==> src/rtl/prefetch.sv <==
// prefetch: instruction prefetch queue sitting between the fetch stage and the icache.
// Keeps one icache read in flight at most and buffers returned words as {pc, instr}.
// Optional feature macro: PF_BYPASS_EN (same-cycle forwarding of a response into an empty queue).
`ifndef PC_RESET
`define PC_RESET 32'h8000_0000
`endif
`ifndef INSTR_NOP
`define INSTR_NOP 32'h0000_0013
`endif

module prefetch #(
  parameter int unsigned DEPTH    = 4,
  parameter logic [31:0] RESET_PC = `PC_RESET
) (
  input  logic        clk,
  input  logic        rst,
  input  logic [31:0] if2pf_pc_i,
  input  logic        if2pf_instr_req_i,
  input  logic        if2pf_clear_i,
  output logic        pf2if_ack_o,
  output logic [31:0] pf2if_rdata_o,
  output logic        pf2if_stall_o,
  output logic        pf2icache_req_o,
  output logic [31:0] pf2icache_addr_o,
  output logic        pf2icache_kill_o,
  input  logic        icache2pf_ack_i,
  input  logic [31:0] icache2pf_rdata_i
);

  localparam int unsigned AW = (DEPTH > 1) ? $clog2(DEPTH) : 1;
  localparam int unsigned CW = $clog2(DEPTH) + 1;

  typedef enum logic [1:0] {
    S_IDLE = 2'd0,
    S_WAIT = 2'd1,
    S_KILL = 2'd2
  } state_t;

  state_t          r_state;
  state_t          w_state_nxt;

  logic [31:0]     r_q_pc    [DEPTH];
  logic [31:0]     r_q_instr [DEPTH];
  logic [AW-1:0]   r_rd;
  logic [AW-1:0]   r_wr;
  logic [CW-1:0]   r_count;
  logic [31:0]     r_fa;
  logic            r_mismatch;

  logic            w_nonempty;
  logic            w_hit;
  logic            w_mismatch;
  logic            w_clr;
  logic            w_resp;
  logic            w_byp;
  logic            w_ack;
  logic            w_pop;
  logic            w_push;
  logic [31:0]     w_head_pc;
  logic [31:0]     w_head_instr;

  // Head lookup, flush sources and queue handshakes
  always_comb begin
    w_head_pc    = r_q_pc[r_rd];
    w_head_instr = r_q_instr[r_rd];
    w_nonempty   = (r_count != '0);
    w_hit        = w_nonempty && (w_head_pc == if2pf_pc_i);
    // a wrong-path head is flushed one cycle later, once
    w_mismatch   = w_nonempty && !w_hit && !if2pf_clear_i && !r_mismatch;
    w_clr        = if2pf_clear_i || r_mismatch;
    w_resp       = (r_state == S_WAIT) && icache2pf_ack_i && !w_clr;
`ifdef PF_BYPASS_EN
    w_byp        = w_resp && !w_nonempty && (r_fa == if2pf_pc_i);
`else
    w_byp        = 1'b0;
`endif
    w_ack        = (w_hit && !if2pf_clear_i) || w_byp;
    w_pop        = w_hit && !if2pf_clear_i && if2pf_instr_req_i;
    // a bypassed word consumed this cycle is not stored
    w_push       = w_resp && !(w_byp && if2pf_instr_req_i);
  end

  // Fetch-stage facing outputs
  always_comb begin
    pf2if_ack_o   = w_ack;
    pf2if_stall_o = !w_ack && !if2pf_clear_i;
    if (w_byp)      pf2if_rdata_o = icache2pf_rdata_i;
    else if (w_ack) pf2if_rdata_o = w_head_instr;
    else            pf2if_rdata_o = `INSTR_NOP;
  end

  // Queue storage: word written at the tail on every accepted response
  always_ff @(posedge clk) begin
    if (w_push) begin
      r_q_pc[r_wr]    <= r_fa;
      r_q_instr[r_wr] <= icache2pf_rdata_i;
    end
  end

  // Queue pointers and occupancy
  always_ff @(posedge clk) begin
    if (rst || w_clr) begin
      r_rd    <= '0;
      r_wr    <= '0;
      r_count <= '0;
    end else begin
      if (w_push) r_wr <= r_wr + AW'(1);
      if (w_pop)  r_rd <= r_rd + AW'(1);
      if (w_push && !w_pop)      r_count <= r_count + CW'(1);
      else if (!w_push && w_pop) r_count <= r_count - CW'(1);
    end
  end

  // Fetch address and deferred-flush flag
  always_ff @(posedge clk) begin
    if (rst) begin
      r_fa       <= {RESET_PC[31:2], 2'b00};
      r_mismatch <= 1'b0;
    end else begin
      r_mismatch <= w_mismatch;
      if (w_clr)       r_fa <= {if2pf_pc_i[31:2], 2'b00};
      else if (w_resp) r_fa <= r_fa + 32'd4;
    end
  end

  // FSM state register
  always_ff @(posedge clk) begin
    if (rst) r_state <= S_IDLE;
    else     r_state <= w_state_nxt;
  end

  // FSM next state: a request is only launched while the queue has room
  always_comb begin
    w_state_nxt = r_state;
    case (r_state)
      S_IDLE: if (!w_clr && (r_count < CW'(DEPTH))) w_state_nxt = S_WAIT;
      S_WAIT: begin
        if (w_clr)                w_state_nxt = S_KILL;
        else if (icache2pf_ack_i) w_state_nxt = S_IDLE;
      end
      S_KILL:  w_state_nxt = S_IDLE;
      default: w_state_nxt = S_IDLE;
    endcase
  end

  // FSM outputs towards the icache
  always_comb begin
    pf2icache_req_o  = (r_state == S_WAIT);
    pf2icache_kill_o = (r_state == S_KILL);
    pf2icache_addr_o = r_fa;
  end

endmodule

==> config.mk <==
export PLATFORM = sky130hd
export DESIGN_NAME = prefetch
export DESIGN_NICKNAME = d
export VERILOG_FILES = /design/src/rtl/prefetch.sv
export SDC_FILE = /design/constraint.sdc
export NUM_CORES = 1
export LEC_CHECK = 0
export CAP_MARGIN = 5
export CORE_UTILIZATION = 40
export CTS_CLUSTER_DIAMETER = 80
export DETAILED_ROUTE_END_ITERATION = 10
export GPL_TIMING_DRIVEN = 1
export HOLD_SLACK_MARGIN = 0.15
export SETUP_SLACK_MARGIN = 0.05
export SLEW_MARGIN = 40
export SYNTH_ARGS = -nofsm -noshare
export SYNTH_HDL_FRONTEND = slang
export SYNTH_SLANG_ARGS = --single-unit
export TNS_END_PERCENT = 50
==> constraint.sdc <==
create_clock -name clk -period 4.92 [get_ports clk]
set_clock_uncertainty 0.15 [all_clocks]
set_input_delay 1.476 -clock clk [delete_from_list [all_inputs] [get_ports clk]]
set_output_delay 1.476 -clock clk [all_outputs]
set_load 0.03 [all_outputs]
**Run 1: sizing map**

Scale: 2 px per um.
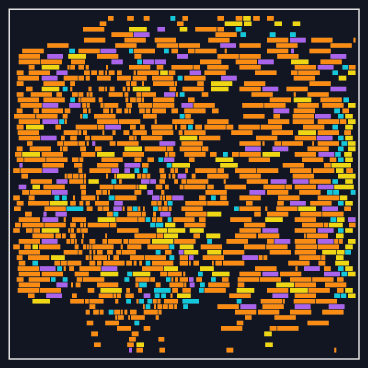
| colour | size | cells | share |
|---|---|---|---|
| purple | _2 cells | 86 | 9.2% |
| cyan | _3 and _4 cells | 89 | 9.5% |
| orange | _0 and _1 cells | 663 | 71% |
| yellow | _6 and larger | 94 | 10% |

**Run 1: placed standard cells**

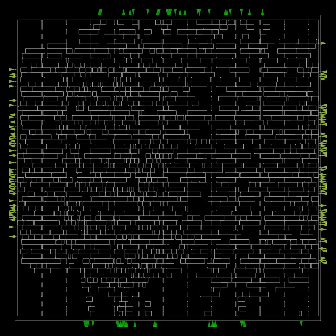
fillers: 2340
sequential share of cell area: 0.533
core area: 28900 um^2
Finished Layout Cells: 1317

**Run 1: sequential cells grouped by signal name**

Scale: 2 px per um. Other sequential cells in the stronger grey, the rest of the logic in the fainter grey.
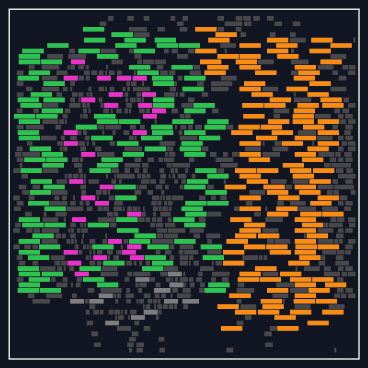
| colour | signal | flops |
|---|---|---|
| orange | r_q_instr | 128 |
| green | r_q_pc | 120 |
| magenta | pf2icache_addr_o | 30 |
not coloured: 12

**Run 1: met3 routing**

Scale: 1.5 px per um. Cells faint in the background.
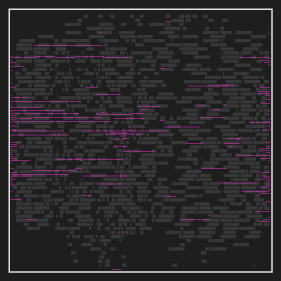
longest straight run: 65.1 um
nets with wire on the layer: 122
wire length on this layer: 1460 um
main direction: horizontal
share of all routed wire: 5.5%

==> qor.yml, run 1 <==
internal_power_w: 0.00421
finalSetupViolations: 29
antenna_found_initial: 1
simple_gate_area_frac: 0.0721
holdCritPathClass: "register to register"
power_density_nw_per_um2: 343
lay_top_cells: "edfxtp_1, clkdlybuf4s50_1, buf_4, mux4_2, nor2_1"
port_buffers: 134
cts_resized: 173
p_comb_w: 0.000278
final.setup.worst_slack_ns: -0.156
die_area_um2: 30300
clk_latency_ns: 0.55
gp_congestion: 0.825
synth_adder_area_share: 0.00802
ys_sh_aoi: 0.0400
setup.worst_path.end: "pf2if_rdata_o[28]"
cpMostUsedCell: "buf_8"
power_w: 0.00534
p_clk_frac: 0.433
finalInstanceArea_um2: 15600
violations: "setup timing"
synthTopLogicFamily: "multiplexers"
htreeDepth: 1
status: "complete, but fails checks"
==> run 1: flip-flops by register name (all words and copies together), names as in the netlist, named ones only <==
name              cells
r_q_instr           128
r_q_pc              120
r_wr                  2
r_count               3
pf2icache_addr_o     30
r_rd                  2
r_mismatch            1
r_state               2
==> run 1: worst max-delay path, delay by kind of cell <==
kind / cells / cell delay (ns)
buffers and inverters: 5 / 0.57
and+or+nand+nor: 4 / 0.94
AOI/OAI and AO/OA: 2 / 0.46
==> run 1: cell type report <==
type	instances	area (um^2)	share of cell area
flip-flops and latches	290	8300	0.533
diodes	1	2.50	0.000161
well taps	384	480	0.0309
multi-input cells	375	3590	0.231
inverters	7	26.3	0.00169
repair buffers	204	2140	0.137
clock inverters	18	181	0.0117
clock buffers	38	845	0.0543
--- run 2 (diff from run 1) ---
clock period = 4.7 ns   (was 4.92 ns; I/O delays follow)
==> run 2 against run 1 <==
  * The flow still finishes with violations (setup timing)
  * Worst setup slack got worse by 0.16 ns
  * Clock power fell by 4%
  * Non-clock buffer count rose by 15
  * Worst hold slack got worse by 0.0078 ns
  * Largest power group unchanged
==> qor.yml, run 2 <==
finalSetupViolations: 33  # +14%
clk_latency_ns: 0.54  # about the same
stdcell_count: 1333  # +1.2%
holdCritPathClass: "register to register"
core_area_um2: 28900  # unchanged
final.setup.worst_slack_ns: -0.314  # -0.158 ns
lay_top_cells: "edfxtp_1, clkdlybuf4s50_1, buf_4, mux4_2, nor2_1"
gp_congestion: 0.832  # +0.84%
port_buffers: 134  # unchanged
violations: "setup timing"
power_density_nw_per_um2: 346  # +1.0%
htreeDepth: 1  # unchanged
largest_reg_flops: 128  # unchanged
status: "complete, but fails checks"
cp.depth: 11  # unchanged
nFillCells: 2391  # +2.2%
p_clk_frac: 0.411  # -0.022
crit_family: "AND-OR/OR-AND gates"
crit_buf_inv: 5  # unchanged
p_comb_w: 0.000291  # +5%
power_w: 0.00537  # +0.69%
antenna_found_initial: 3  # +2
internal_power_w: 0.00424  # +0.75%
simple_gate_area_frac: 0.0721  # unchanged
die_area_um2: 30300  # unchanged
==> run 2: final cells by class <==
| type | instances | area [um^2] | area share |
|---|---|---|---|
| diodes | 2 | 5.00 | 0.000323 |
| clock buffers | 43 | 831 | 0.0536 |
| repair buffers | 219 | 2180 | 0.141 |
| clock inverters | 13 | 85.1 | 0.00548 |
| multi-input cells | 375 | 3610 | 0.233 |
| inverters | 7 | 26.3 | 0.00169 |
| flip-flops and latches | 290 | 8300 | 0.535 |
| well taps | 384 | 480 | 0.0310 |
==> run 2: timing repair <==
action,in CTS,in global routing
pin swaps,15,8
setup endpoints to repair,34,34
gates cloned,1,2
buffers inserted,14,4
gates resized,155,24
**Run 2: met3 routing**

Scale: 1.5 px per um. Cells faint in the background.
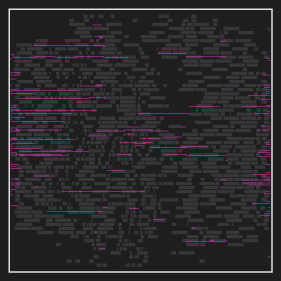
longest straight run: 56.4 um
nets with wire on the layer: 117
wire length on this layer: 1520 um
share of all routed wire: 5.7%

--- run 3 (diff from run 2) ---
CORE_UTILIZATION = 55   (was 40)
PLACE_DENSITY = 0.79   (was not set)
==> run 3 against run 2 <==
  * The flow still finishes with violations (setup timing)
  * Non-clock buffer count shrank 18
  * Maximum frequency fell by 0.16%
  * Critical path depth down 1
  * Sequential share of layout area is 1.0 points higher
  * Cell count fell by 9.8%
  * Cell area is 1.9% lower
  * Worst setup slack got worse by 0.0082 ns
  * Sequential power is essentially flat
  * First-iteration DRC count up 28%
  * Wire length decreased by 0.33%
  * Critical endpoint is now pf2if_rdata_o[7]
  * Largest cell class unchanged
==> qor.yml, run 3 <==
cpMostUsedCell: "buf_8"
power_density_nw_per_um2: 352  # +1.7%
rows: 53
flop_area_um2: 8300  # unchanged
taps: 275  # -28%
max_freq_mhz: 199
port_buffers: 134  # unchanged
nonClkBufAreaFrac: 0.133  # -0.00761
clk_latency_ns: 0.54  # about the same
yosysTopAreaCell: "edfxtp_1"
crit_family: "simple AND/OR/NAND/NOR gates"
drtAntennaViolNets: 0
cpPeakStageDelay_ns: 0.46
violations: "setup timing"
largestClassByArea: "sequential cells"
max_slew.worst_pin.slew_ns: 0.644
gp_congestion: 0.938  # +13%
antenna_found_initial: 0  # -3
clockBufferCount: 45  # +4.7%
holdCritPathClass: "register to register"
nFillCells: 1293  # -46%
synth_top_area_share: 0.628
final.setup.worst_slack_ns: -0.322  # -0.00815 ns
clk_path_buf_depth: 3
finalSetupViolations: 34  # +3.0%
clock_area_frac: 0.0602  # +0.00116
warnings: 32
cts_resized: 165  # +6.5%
cts_setup_buffers: 16  # +2
flops: 290  # unchanged
n_all_buffers: 201  # -8.2%
top_usage_layer: "met2"
drive_gt1_frac: 0.288
crit_buf_inv: 4  # -1
htreeDepth: 1  # unchanged
power_w: 0.00536  # -0.23%
core_area_um2: 21100  # -27%
nMultiInputCombCells: 375  # unchanged
status: "complete, but fails checks"
sh_comb_area: 0.237  # +0.00464
lay_top_cells: "edfxtp_1, clkdlybuf4s50_1, buf_4, mux4_2, nor2_1"
seq_share: 0.545  # +0.0105
ys_area_um2: 11900
logic_area_um2: 3610  # about the same
==> run 3: cell counts after synthesis <==
Identical to the previous run, type by type.
==> run 3: final timing paths <==
path,endpoint,depth (start not counted),slack [ns]
worst min-delay path,r_state[0],1,0.34
worst max-delay path,pf2if_rdata_o[7],10,-0.32
worst max register to register,r_count[2],16,0.54
worst min register to register,r_state[0],1,0.34
==> run 3: where the power goes <==
part / leakage (nW) / total (W) / switching, W / internal (W)
Combinational: 2.04 / 0.000289 / 0.000154 / 0.000135
Clock: 0.449 / 0.00220 / 0.000922 / 0.00128
Sequential: 2.60 / 0.00287 / 0.0000482 / 0.00283
Total: 5.09 / 0.00536 / 0.00112 / 0.00424
**Run 3: sequential cells grouped by signal name**

Scale: 2 px per um. Other sequential cells in the stronger grey, the rest of the logic in the fainter grey.
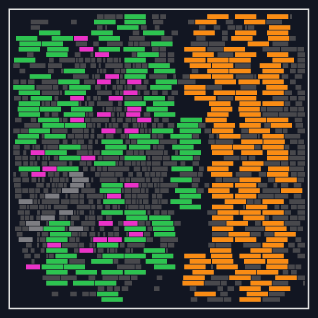
| colour | signal | flops |
|---|---|---|
| magenta | pf2icache_addr_o | 30 |
| green | r_q_pc | 120 |
| orange | r_q_instr | 128 |


==> gallery <==
Placement by cell class.
Scale: 3 px per um.
panel A
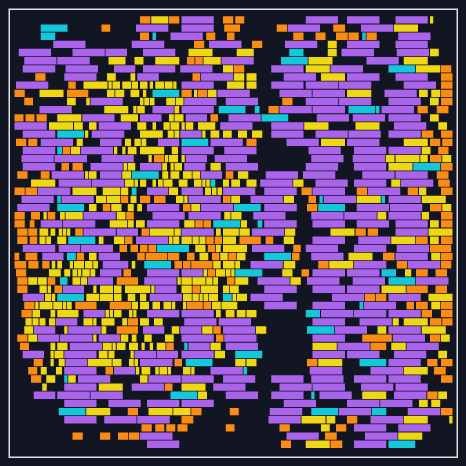
panel B
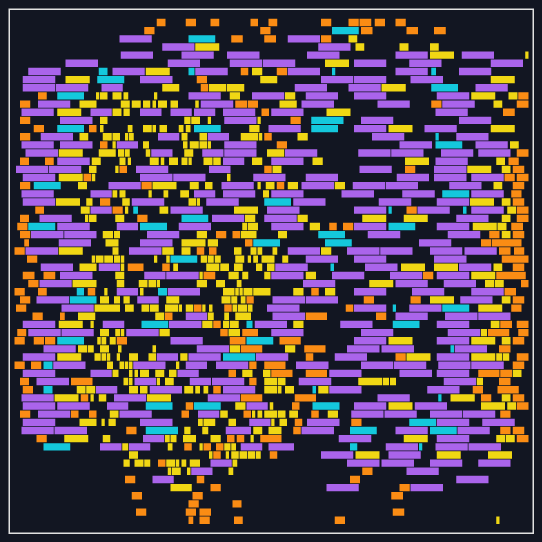
panel C
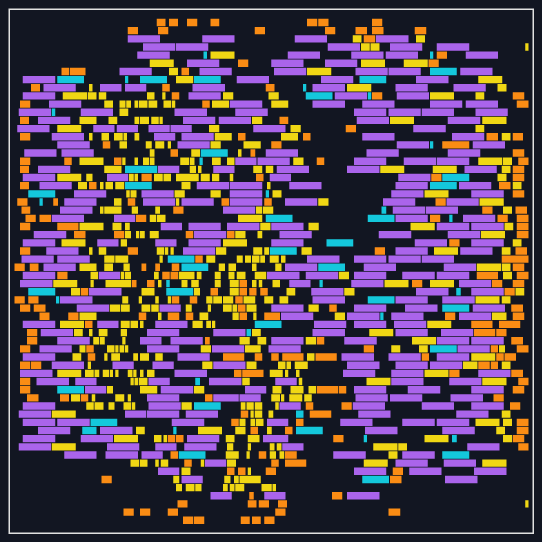
Of these, smallest die: panel A
Run 2 is panel C.
Run 1 is panel B.
Run 3 is panel A.

Power figures rest on the tool's default switching activity, not on a simulated workload.
